### src/rtl/time_set_ctrl.sv
// time_set_ctrl: time-setting controller for a BCD clock.
//
// A MODE press in RUN copies the running time into an edit register and enters SET_H.
// Further MODE presses step through SET_M, SET_S and a single-cycle COMMIT. COMMIT
// strobes PE so the timer loads D_H/D_M/D_S. While a field is selected, UP/DOWN
// presses increment or decrement it in BCD with wraparound. BLINK blanks the selected
// field on a 1 Hz phase.
//
// Ports:
//   CP        in   system clock, rising edge
//   CR        in   synchronous active-high reset
//   TICK_1HZ  in   one-cycle enable, once per second
//   KEY_MODE  in   debounced key levels, active-high
//   KEY_UP    in
//   KEY_DOWN  in
//   Q_H/M/S   in   running time, BCD {tens,ones}
//   D_H/M/S   out  edit/preset time, BCD
//   PE        out  parallel-load strobe (COMMIT cycle only)
//   MODE      out  0=RUN/COMMIT, 1=SET_H, 2=SET_M, 3=SET_S
//   BLINK     out  blank mask {H,M,S}
//
// Optional feature: define SET_TIMEOUT_EN to abandon an edit after 10 idle seconds.
module time_set_ctrl (
    input  logic       CP,
    input  logic       CR,
    input  logic       TICK_1HZ,
    input  logic       KEY_MODE,
    input  logic       KEY_UP,
    input  logic       KEY_DOWN,
    input  logic [7:0] Q_H,
    input  logic [7:0] Q_M,
    input  logic [7:0] Q_S,
    output logic [7:0] D_H,
    output logic [7:0] D_M,
    output logic [7:0] D_S,
    output logic       PE,
    output logic [1:0] MODE,
    output logic [2:0] BLINK
);

    typedef enum logic [2:0] {StRun, StSetH, StSetM, StSetS, StCommit} state_e;

    state_e     state_q, state_d;
    logic [7:0] h_q, h_d, m_q, m_d, s_q, s_d;
    logic       phase_q, phase_d;
    logic       mode_prev_q, up_prev_q, down_prev_q;
    logic       mode_press, up_press, down_press;
    logic       in_set, edit_up, edit_down, timeout;

    // The field value is legal BCD in 00..max.
    function automatic logic bcd_legal(input logic [7:0] v, input logic [7:0] max);
        return (v[3:0] <= 4'd9) && (v <= max);
    endfunction

    function automatic logic [7:0] bcd_inc(input logic [7:0] v, input logic [7:0] max);
        if (v >= max) return 8'h00;
        if (v[3:0] == 4'd9) return {v[7:4] + 4'd1, 4'd0};
        return v + 8'd1;
    endfunction

    function automatic logic [7:0] bcd_dec(input logic [7:0] v, input logic [7:0] max);
        if (v == 8'h00) return max;
        if (v[3:0] == 4'd0) return {v[7:4] - 4'd1, 4'd9};
        return v - 8'd1;
    endfunction

    assign mode_press = KEY_MODE & ~mode_prev_q;
    assign up_press   = KEY_UP & ~up_prev_q;
    assign down_press = KEY_DOWN & ~down_prev_q;
    assign in_set     = (state_q == StSetH) || (state_q == StSetM) || (state_q == StSetS);

`ifdef SET_TIMEOUT_EN
    logic [3:0] idle_q, idle_d;

    assign timeout = in_set && (idle_q == 4'd10);

    always_comb begin
        idle_d = idle_q;
        if ((state_d != state_q) || mode_press || up_press || down_press) begin
            idle_d = 4'd0;
        end else if (TICK_1HZ && in_set) begin
            idle_d = idle_q + 4'd1;
        end
    end

    always_ff @(posedge CP) begin
        if (CR) idle_q <= 4'd0;
        else    idle_q <= idle_d;
    end
`else
    assign timeout = 1'b0;
`endif

    // A MODE press or a timeout takes priority; a simultaneous UP+DOWN cancels out.
    assign edit_up   = in_set & up_press & ~down_press & ~mode_press & ~timeout;
    assign edit_down = in_set & down_press & ~up_press & ~mode_press & ~timeout;

    always_comb begin
        state_d = state_q;
        h_d     = h_q;
        m_d     = m_q;
        s_d     = s_q;
        phase_d = phase_q;

        unique case (state_q)
            StRun: begin
                if (mode_press) begin
                    state_d = StSetH;
                    h_d     = bcd_legal(Q_H, 8'h23) ? Q_H : 8'h00;
                    m_d     = bcd_legal(Q_M, 8'h59) ? Q_M : 8'h00;
                    s_d     = bcd_legal(Q_S, 8'h59) ? Q_S : 8'h00;
                end
            end
            StSetH: begin
                if (timeout)         state_d = StRun;
                else if (mode_press) state_d = StSetM;
            end
            StSetM: begin
                if (timeout)         state_d = StRun;
                else if (mode_press) state_d = StSetS;
            end
            StSetS: begin
                if (timeout)         state_d = StRun;
                else if (mode_press) state_d = StCommit;
            end
            StCommit: state_d = StRun;
            default:  state_d = StRun;
        endcase

        if (edit_up || edit_down) begin
            unique case (state_q)
                StSetH:  h_d = edit_up ? bcd_inc(h_q, 8'h23) : bcd_dec(h_q, 8'h23);
                StSetM:  m_d = edit_up ? bcd_inc(m_q, 8'h59) : bcd_dec(m_q, 8'h59);
                StSetS:  s_d = edit_up ? bcd_inc(s_q, 8'h59) : bcd_dec(s_q, 8'h59);
                default: ;
            endcase
        end

        // An edit forces the field visible; the phase only runs while editing.
        if (!(state_d inside {StSetH, StSetM, StSetS})) begin
            phase_d = 1'b0;
        end else if (edit_up || edit_down) begin
            phase_d = 1'b0;
        end else if (TICK_1HZ && in_set) begin
            phase_d = ~phase_q;
        end
    end

    always_ff @(posedge CP) begin
        if (CR) begin
            state_q     <= StRun;
            h_q         <= 8'h00;
            m_q         <= 8'h00;
            s_q         <= 8'h00;
            phase_q     <= 1'b0;
            mode_prev_q <= 1'b0;
            up_prev_q   <= 1'b0;
            down_prev_q <= 1'b0;
        end else begin
            state_q     <= state_d;
            h_q         <= h_d;
            m_q         <= m_d;
            s_q         <= s_d;
            phase_q     <= phase_d;
            mode_prev_q <= KEY_MODE;
            up_prev_q   <= KEY_UP;
            down_prev_q <= KEY_DOWN;
        end
    end

    always_comb begin
        MODE  = 2'd0;
        BLINK = 3'b000;
        unique case (state_q)
            StSetH:  begin MODE = 2'd1; BLINK = {phase_q, 2'b00};       end
            StSetM:  begin MODE = 2'd2; BLINK = {1'b0, phase_q, 1'b0};  end
            StSetS:  begin MODE = 2'd3; BLINK = {2'b00, phase_q};       end
            default: ;
        endcase
    end

    assign PE  = (state_q == StCommit);
    assign D_H = h_q;
    assign D_M = m_q;
    assign D_S = s_q;

endmodule

### config.mk
export PLATFORM = sky130hd
export DESIGN_NAME = time_set_ctrl
export DESIGN_NICKNAME = d
export VERILOG_FILES = /design/src/rtl/time_set_ctrl.sv
export SDC_FILE = /design/constraint.sdc
export NUM_CORES = 1
export LEC_CHECK = 0
export ABC_AREA = 1
export CORE_ASPECT_RATIO = 0.6
export CORE_MARGIN = 2
export CORE_UTILIZATION = 40
export CTS_CLUSTER_SIZE = 25
export DETAILED_ROUTE_END_ITERATION = 8
export HOLD_SLACK_MARGIN = 0.15
export PLACE_DENSITY = 0.71
export SLEW_MARGIN = 40
export SYNTH_ARGS = -nofsm -noshare
export SYNTH_HDL_FRONTEND = slang
export SYNTH_SLANG_ARGS = --single-unit
export TNS_END_PERCENT = 10
### constraint.sdc
create_clock -name CP -period 2.2 [get_ports CP]
set_input_delay 0.66 -clock CP [delete_from_list [all_inputs] [get_ports CP]]
set_output_delay 0.66 -clock CP [all_outputs]
set_load 0.05 [all_outputs]
==> Table 3: Implementation characteristics <==
Characteristics after synthesis and place and route

Parameter                              Value

Hold path
  Worst min path class    reg2reg

Placement
  RePlAce Congestion    a little under 1
  Placed wire-length estimate    roughly 7600 um

Cells and area
  Bufs w/o clock    ~82
  Number of nets in the layout    673
  Layout cells sized above 1    13.78%
  Fraction of area in clock buffers and inverters    under 10%
  Clock buffers    6
  Inserted Diodes    0
  Commonest Layout Cell    nand2_1
  Comb area    0.002157 mm2
  Signal buffers share of area    18.56%

Power and ir drop
  Overall power after layout    1992 uW

Synthesis
  Syn_nets    598
  Largest family of logic cells by area    simple AND/OR/NAND/NOR gates
  Yosys-reported design area after synthesis    0.003123 mm2
  Yosys stat cell total    548
  Parity-gate share of the synthesized area counting xor and xnor cells    around 1.7%
  AO/OA Area Share    10.86%
  Mux frac, synth    0%

Detailed routing
  Count of routing violations after the opening detailed-route iteration    293
  DR vias    3,699
  Final wirelength    ~9700 um

Die
  Ports    60
  Horiz. Die Dim    between 100 and 150 um
  Core utilization at floorplan    42.11%
  Die outline height    72.45 um

Clock tree
  Clock-pin slew on the worst setup and hold paths    50 ps
  Root buf cell    clkbuf_16
  Clock Path Buffers    2
  Number of sinks driven by the clock tree    31

Outcome
  Run status    finished clean

Final timing
  Hold Fails Final Rpt    0
  Final critical delay including setup and external delays    around 2100 ps
  RSZ-0062 raised after global routing    false
  Setup tns final    0 ps

Setup path
  Largest delay share family, worst path    flip-flops
  Peak fanout along the critical path    4

GRT
  Global-route usage over all layers    roughly 23%
  Overall overflow remaining after global route    0
  Largest net degree at the start of global routing    28
  First-pass GRT wire length    16,130 um
==> routing by layer <==
metal	up-vias	global-route usage, %	wire, um
li1	1912	-	-
met1	1641	34.34	4924
met2	140	33.33	3955
met3	6	5.582	713
met4	0	3.213	75
met5	-	0	0
==> power by group <==
group          internal, uW  switching (uW)  total (uW)  leakage [uW]
sequential              583            38.3         622      0.000252
combinational           210             336         546       0.00161
clock                   563             261         824     0.0000868
total                  1360             636        1990       0.00195
==> repair_timing <==
item / CTS / global route
gates resized: 1 / 3
endpoints found under the setup margin: 1 / 5
hold buffers: 0 / 0
==> path summary, 6_finish.rpt <==
check,slack (ps),startpoint,cells after the start,endpoint
worst min-delay path,560,state_q[0],2,state_q[0]
worst max-delay path,70,state_q[1],5,BLINK[0]
worst max register to register,280,D_S[1],11,D_S[2]
worst min register to register,560,state_q[0],2,state_q[0]
==> cell usage after synthesis <==
cell type and count:
nand3b_1 1, nor3_1 10, nand4_1 17, nand3_4 1, nand2_1 144, clkbuf_1 3
a21oi_2 1, inv_1 68, xor2_1 6, a21oi_1 18, o21ai_2 1, dfxtp_1 31
nand2_2 8, o211ai_1 8, o22ai_1 1, or2_2 1, buf_6 4, buf_4 2
nor2_4 4, o21ai_0 31, nor2_1 94, nor2_2 1, inv_2 3, nand3_1 63
buf_2 5, ha_1 20, o21ai_1 2
==> stage by stage <==
step                area (um2)  hold WS (ps)
floorplan                 3126         477.2
global placement          3923         511.2
detailed placement        3923         530.0
CTS                       4101         546.7
global route              4111         569.2
finish                    4111         557.0
==> registers in the layout (all words and copies together), names as in the netlist <==
name and count:
D_H 8, D_M 8, D_S 8, state_q 3
down_prev_q 1, mode_prev_q 1, phase_q 1, up_prev_q 1
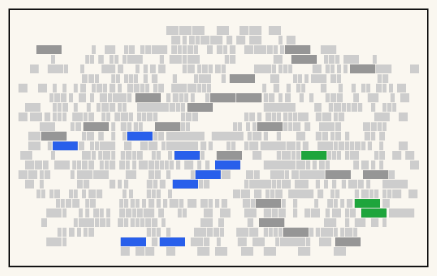
*Where the registers sit*
Other sequential cells in the stronger gray, the rest of the logic in the fainter gray.
legend:
  D_S:
    color: blue
    flops: 8
  state_q:
    color: green
    flops: 3
not colored: 20
register cell area after layout: 620.6 um2
register fraction of the total cell area: 15.09%
sequential logic power: 622 uW
utilization of the core after routing: 55.43%

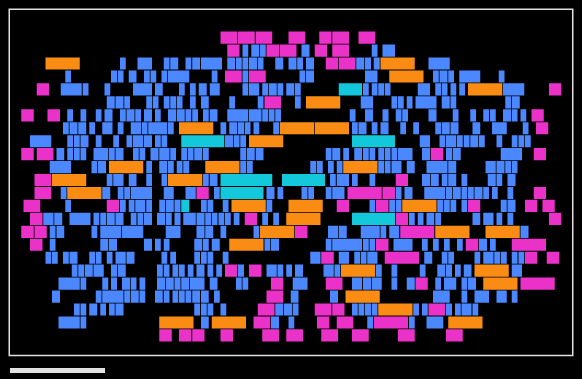
*Placed cells, one color a class*
Scale bar: 20 um.
legend:
  all other logic:
    color: blue
    cells: 503
  other buffers and delay cells:
    color: magenta
    cells: 82
  flip-flops:
    color: orange
    cells: 31
  clock drivers and dummy loads:
    color: cyan
    cells: 8
placement row count: 24
area of the core: 0.007417 mm2

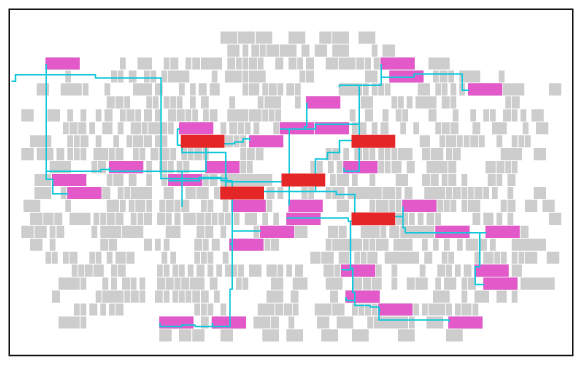
*Routed clock nets over the placement*
legend:
  flip-flops:
    color: magenta
    count: 31
  cells driving clock nets:
    color: red
    count: 5
  clock wires:
    color: cyan
    length: 534 um
routed clock nets: 6
flops lie: widely spread
clock network power: 824 uW
source-to-sink clock delay at the later pin of the worst-skew pair: 280 ps

Power and IR drop assume default switching activity.
